[config.mk]
export PLATFORM = sky130hd
export DESIGN_NAME = branch_predict_unit
export DESIGN_NICKNAME = d
export VERILOG_FILES = /design/src/rtl/branch_predict_unit.sv
export SDC_FILE = /design/constraint.sdc
export NUM_CORES = 1
export LEC_CHECK = 0
export CORE_MARGIN = 2
export CORE_UTILIZATION = 40
export DETAILED_ROUTE_END_ITERATION = 6
export PLACE_DENSITY = 0.81
export SKIP_LAST_GASP = 1
export SYNTH_ARGS = -nofsm -noshare
export SYNTH_HDL_FRONTEND = slang
export SYNTH_SLANG_ARGS = --single-unit
export TNS_END_PERCENT = 30
[constraint.sdc]
create_clock -name clk -period 3.7 [get_ports clk]
set_input_delay 0.555 -clock clk [delete_from_list [all_inputs] [get_ports clk]]
set_output_delay 0.555 -clock clk [all_outputs]
set_load 0.1 [all_outputs]
[src/rtl/branch_predict_unit.sv]
// branch_predict_unit: RV32 branch resolver with a PC-indexed 2-bit counter predictor.
// Defining PERF_COUNTERS_EN builds saturating branch and mispredict counters.
module branch_predict_unit #(
  parameter int XLEN      = 32,
  parameter int BHT_DEPTH = 16
) (
  input  logic            clk,
  input  logic            rst,
  input  logic            Valid,
  input  logic [XLEN-1:0] PC,
  input  logic [XLEN-1:0] RUrs1,
  input  logic [XLEN-1:0] RUrs2,
  input  logic [4:0]      BrOp,
  output logic            NextPCSrc,
  output logic            PredTaken,
  output logic            Mispredict,
  output logic [31:0]     BrCount,
  output logic [31:0]     MissCount
);
  localparam int IDX_W = $clog2(BHT_DEPTH);
  logic [BHT_DEPTH-1:0][1:0] ctr_q;
  logic [IDX_W-1:0] idx;
  logic [1:0] cur, ctr_d;
  logic is_uncond, is_cond, eq, lt, ltu, cmp, upd;
  logic unused_pc;
  assign unused_pc = ^{PC[XLEN-1:IDX_W+2], PC[1:0]};
  assign idx = PC[IDX_W+1:2];
  assign cur = ctr_q[idx];
  assign is_uncond = BrOp[4];
  // 0101x is reserved and behaves as no branch
  assign is_cond = (BrOp[4:3] == 2'b01) && (BrOp[2:1] != 2'b01);
  assign eq = RUrs1 == RUrs2;
  assign lt = $signed(RUrs1) < $signed(RUrs2);
  assign ltu = RUrs1 < RUrs2;
  // BrOp[0] inverts the base comparison: BNE/BGE/BGEU
  assign cmp = (BrOp[2] ? (BrOp[1] ? ltu : lt) : eq) ^ BrOp[0];
  assign NextPCSrc = is_uncond | (is_cond & cmp);
  assign PredTaken = is_uncond ? 1'b1 : is_cond ? cur[1] : 1'b0;
  assign Mispredict = Valid & ~rst & (PredTaken != NextPCSrc);
  assign upd = Valid & is_cond;
  always_comb begin
    ctr_d = NextPCSrc ? ((cur == 2'b11) ? cur : cur + 2'b01)
                      : ((cur == 2'b00) ? cur : cur - 2'b01);
  end
  always_ff @(posedge clk) begin
    if (rst) ctr_q <= {BHT_DEPTH{2'b01}};
    else if (upd) ctr_q[idx] <= ctr_d;
  end
`ifdef PERF_COUNTERS_EN
  logic [31:0] br_q, br_d, miss_q, miss_d;
  always_comb begin
    br_d = (upd && br_q != '1) ? br_q + 32'd1 : br_q;
    miss_d = (Mispredict && miss_q != '1) ? miss_q + 32'd1 : miss_q;
  end
  always_ff @(posedge clk) begin
    if (rst) begin
      br_q <= '0;
      miss_q <= '0;
    end else begin
      br_q <= br_d;
      miss_q <= miss_d;
    end
  end
  assign BrCount = br_q;
  assign MissCount = miss_q;
`else
  assign BrCount = 32'd0;
  assign MissCount = 32'd0;
`endif
endmodule

==> metrics.csv <==
metric;value;unit
status;completed;
Final Power;1.20;mW
Post-Route Setup TNS;0;ns
hold crit path type;reg -> reg;
Fin. Hold Viols;0;
Unique cell types;51;
Max-slew headroom;64.7;%
xor/xnor share;0.770;%
Pwr Density;299;nW/µm²
Core ar.;7610;µm²
Layout area overhead;29.6;%
tool warnings;55;
Late-Pin Clk Latency;0.29;ns
syn_area_per_cell;8.26;µm²
WHS Path Cells;2;
Post-synth ARST share;0;%
wire length per cell;12.6;µm
ys cells;374;
Main logic family;buffers and inverters;
DR pass1 iterations;4;
Final Util;52.6;%
via count;2751;
CP max FO;3;
Mux area share;8.02;%
global-route wire length before repair;11200;µm
CTS sink cnt;32;
biggest regs;ctr_q (32);
Slew Limit Fails;0;
post-CTS setup buffer count;0;
final setup violation count;0;
Top Layout Cells;clkdlybuf4s50_1 (74), conb_1 (64), inv_1 (37);
achievable frequency;274;MHz
Worst-Margin Slew;0.525;ns
worst hold endpoint;ctr_q[4];
DIE AREA;8440;µm²
flip-flops with a built-in enable;0;
CTS root buffer;clkbuf_8;
routability-driven placement congestion ratio;0.855;
critical path type;in -> out;
Slowest-stage cell, CP;or4_4;
diode count;0;
gr ovfl total;0;
Max Buffers Root-to-Sink;2;
critical hold path startpoint;ctr_q[4];
max reg flops;32;
Final Cycle Share;98.5;%
DRC;0;
Crit path largest cell delay;0.56;ns
fraction of layout cells with a size suffix above 1;13.4;%
row cnt;32;
Final nets;605;
CP bufs+invs;3;
Worst Path Arrival;3.09;ns
r2r setup slk;1.37;ns
CP Capture Type;output port;
worst hold slack;0.473;ns
skew final;0.00388;ns
leakage;1.77;nW
post-synthesis adder-cell area fraction;13.0;%
Antenna Nets Post-Route;0;
synthesized cell area;3090;µm²
crit start category;input pin;
AND/OR/NAND/NOR Cells, Area Fraction;15.2;%
fp_density;40.6;%
register share after synthesis;20.7;%
clock slew seen by the registers of the worst setup and hold paths;0.07;ns
Final WS setup;0.0548;ns
IO Count;171;
critical path capture point;Mispredict;
DRT Wirelength;7180;µm
yosys stat area;3090;µm²
Tot GR Track Use;16.4;%
Crit path depth;11;
CTS buffer count;5;
cell class contributing the biggest share of worst-path delay;simple AND/OR/NAND/NOR gates;
DP HPWL;5840;µm
RSZ-0062 raised after global routing;yes;
crit-path cells;clkdlybuf4s50_1 > inv_1 > ha_1 > nand4_1 > or4_4 > o211ai_4 > nand3b_1 > nand2_1 > xor3_1 > nor3_4 > buf_12;
post-place setup slack;-0.138;ns
worst r2r src;ctr_q[19];
Max VDD drop;265;µV
initial antenna violation count;0;
Yosys warnings;0;
AO/OA Area Share;19.1;%
Commonest Layout Cell;clkdlybuf4s50_1;
largest net degree at the start of global routing;17;
fin crit period;3.65;ns
Worst EP required;3.14;ns
via count of the first global-routing pass;2579;
top_reg_cell synth;dfxtp_1;
CTS tree;done;
FF-to-FF path depth;7;
vias per cell;4.81;
Most flops, register;ctr_q;
Crit. Startpoint;RUrs2[31];
Yosys reg bits;32;
Detailed Route Iter0 Violations;122;
maxcap violations;0;
Die W;91.9;µm
RR Endpoint;ctr_q[27];
Gate Count Post-Synth;374;
H-tree depth;2;
[report_power, final]
| part | switching [mW] | internal [mW] | total [mW] |
|---|---|---|---|
| clock network | 0.132 | 0.151 | 0.283 |
| registers | 0.000994 | 0.346 | 0.347 |
| logic | 0.411 | 0.154 | 0.566 |
| total | 0.545 | 0.652 | 1.20 |
[tightest hold or removal path, cell delays in order (launching register included)]
cell	delay [ns]
dfxtp_1	0.32
a21oi_1	0.06
o21ai_1	0.06
[Yosys cell counts (8+ instances only)]
cell	count	share of area (%)
a21oi_1	25	4.1
buf_4	64	16
dfxtp_1	32	21
ha_1	32	13
inv_1	37	4.5
nand2_1	28	3.4
nand3_1	8	1.3
nand4_1	9	1.8
nor2_1	28	3.4
nor3_1	9	1.5
o21ai_0	16	2.6
o21ai_1	9	1.5
[cell type report]
| type | instances | area [µm²] |
|---|---|---|
| clock buffers | 7 | 86.3 |
| clock inverters | 1 | 7.51 |
| fillers | 720 | 3610 |
| inverters | 38 | 143 |
| multi-input cells | 292 | 2010 |
| flip-flops and latches | 32 | 641 |
| well taps | 102 | 128 |
| repair buffers | 100 | 987 |
[metrics by stage]
stage,cells,cell area (µm²)
floorplan,437,3340
global placement,564,3880
detailed placement,564,3880
CTS,572,3980
global route,572,4000
finish,572,4000
[cell families after synthesis]
logic type      Yosys count
buf+inv                 113
xor+xnor                  1
flops                    32
fa+ha+maj                32
mux                      10
other cells               1
compound gates           86
simple gates             99
[layer usage]
layer / share of wire (%) / track usage [%]
met1: 39 / 18.5
met2: 52 / 30.9
met3: 7.9 / 4.11
met4: 0.97 / 3.73
met5: 0 / 0
[repair_timing]
| item | CTS | global route |
|---|---|---|
| hold buffers | 0 | 0 |
| gates cloned | 0 | 0 |
| endpoints found under the setup margin | 1 | 2 |
| gates resized | 1 | 5 |
| pin swaps | 2 | 1 |
### Zoomed window

Window x 13 to 33, y 13 to 33 µm. Cells in gray, sequential cells in the stronger gray; small squares are vias.
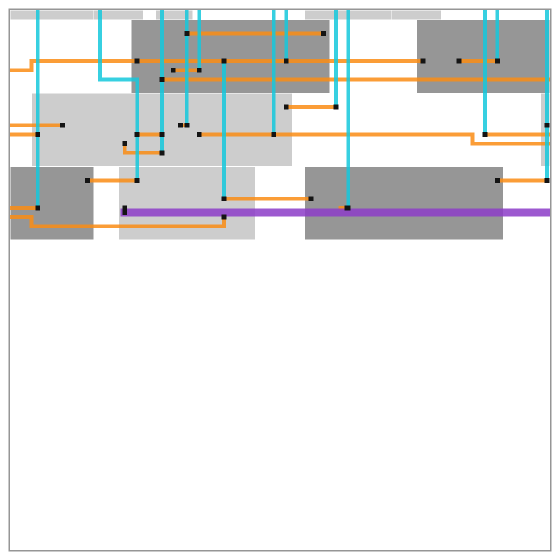
Orange is metal 1. Cyan is metal 2. Purple is metal 3.
Sequential cells in the window: 3. Most frequent: dfxtp_1 (3), mux4_1 (1), clkbuf_8 (1). Netlist names of flops here include `ctr_q` (3). 5 logic cells have their middle in the window.

### Pin placement

Pins as bars across the die edge, other pins in gray.
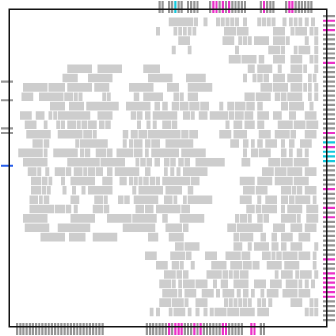
Blue is `NextPCSrc`, pins 1, direction output, edge left. Cyan is `BrOp`, pins 5, direction input, edge 4 right, 1 top. Magenta is `RUrs2`, pins 32, direction input, edge 15 right, 10 bottom, 7 top.
All pins by edge: 66 right, 63 bottom, 37 top, 5 left.
chip height: 91.9 µm
IO buf count: 78

Power and IR drop assume default switching activity.
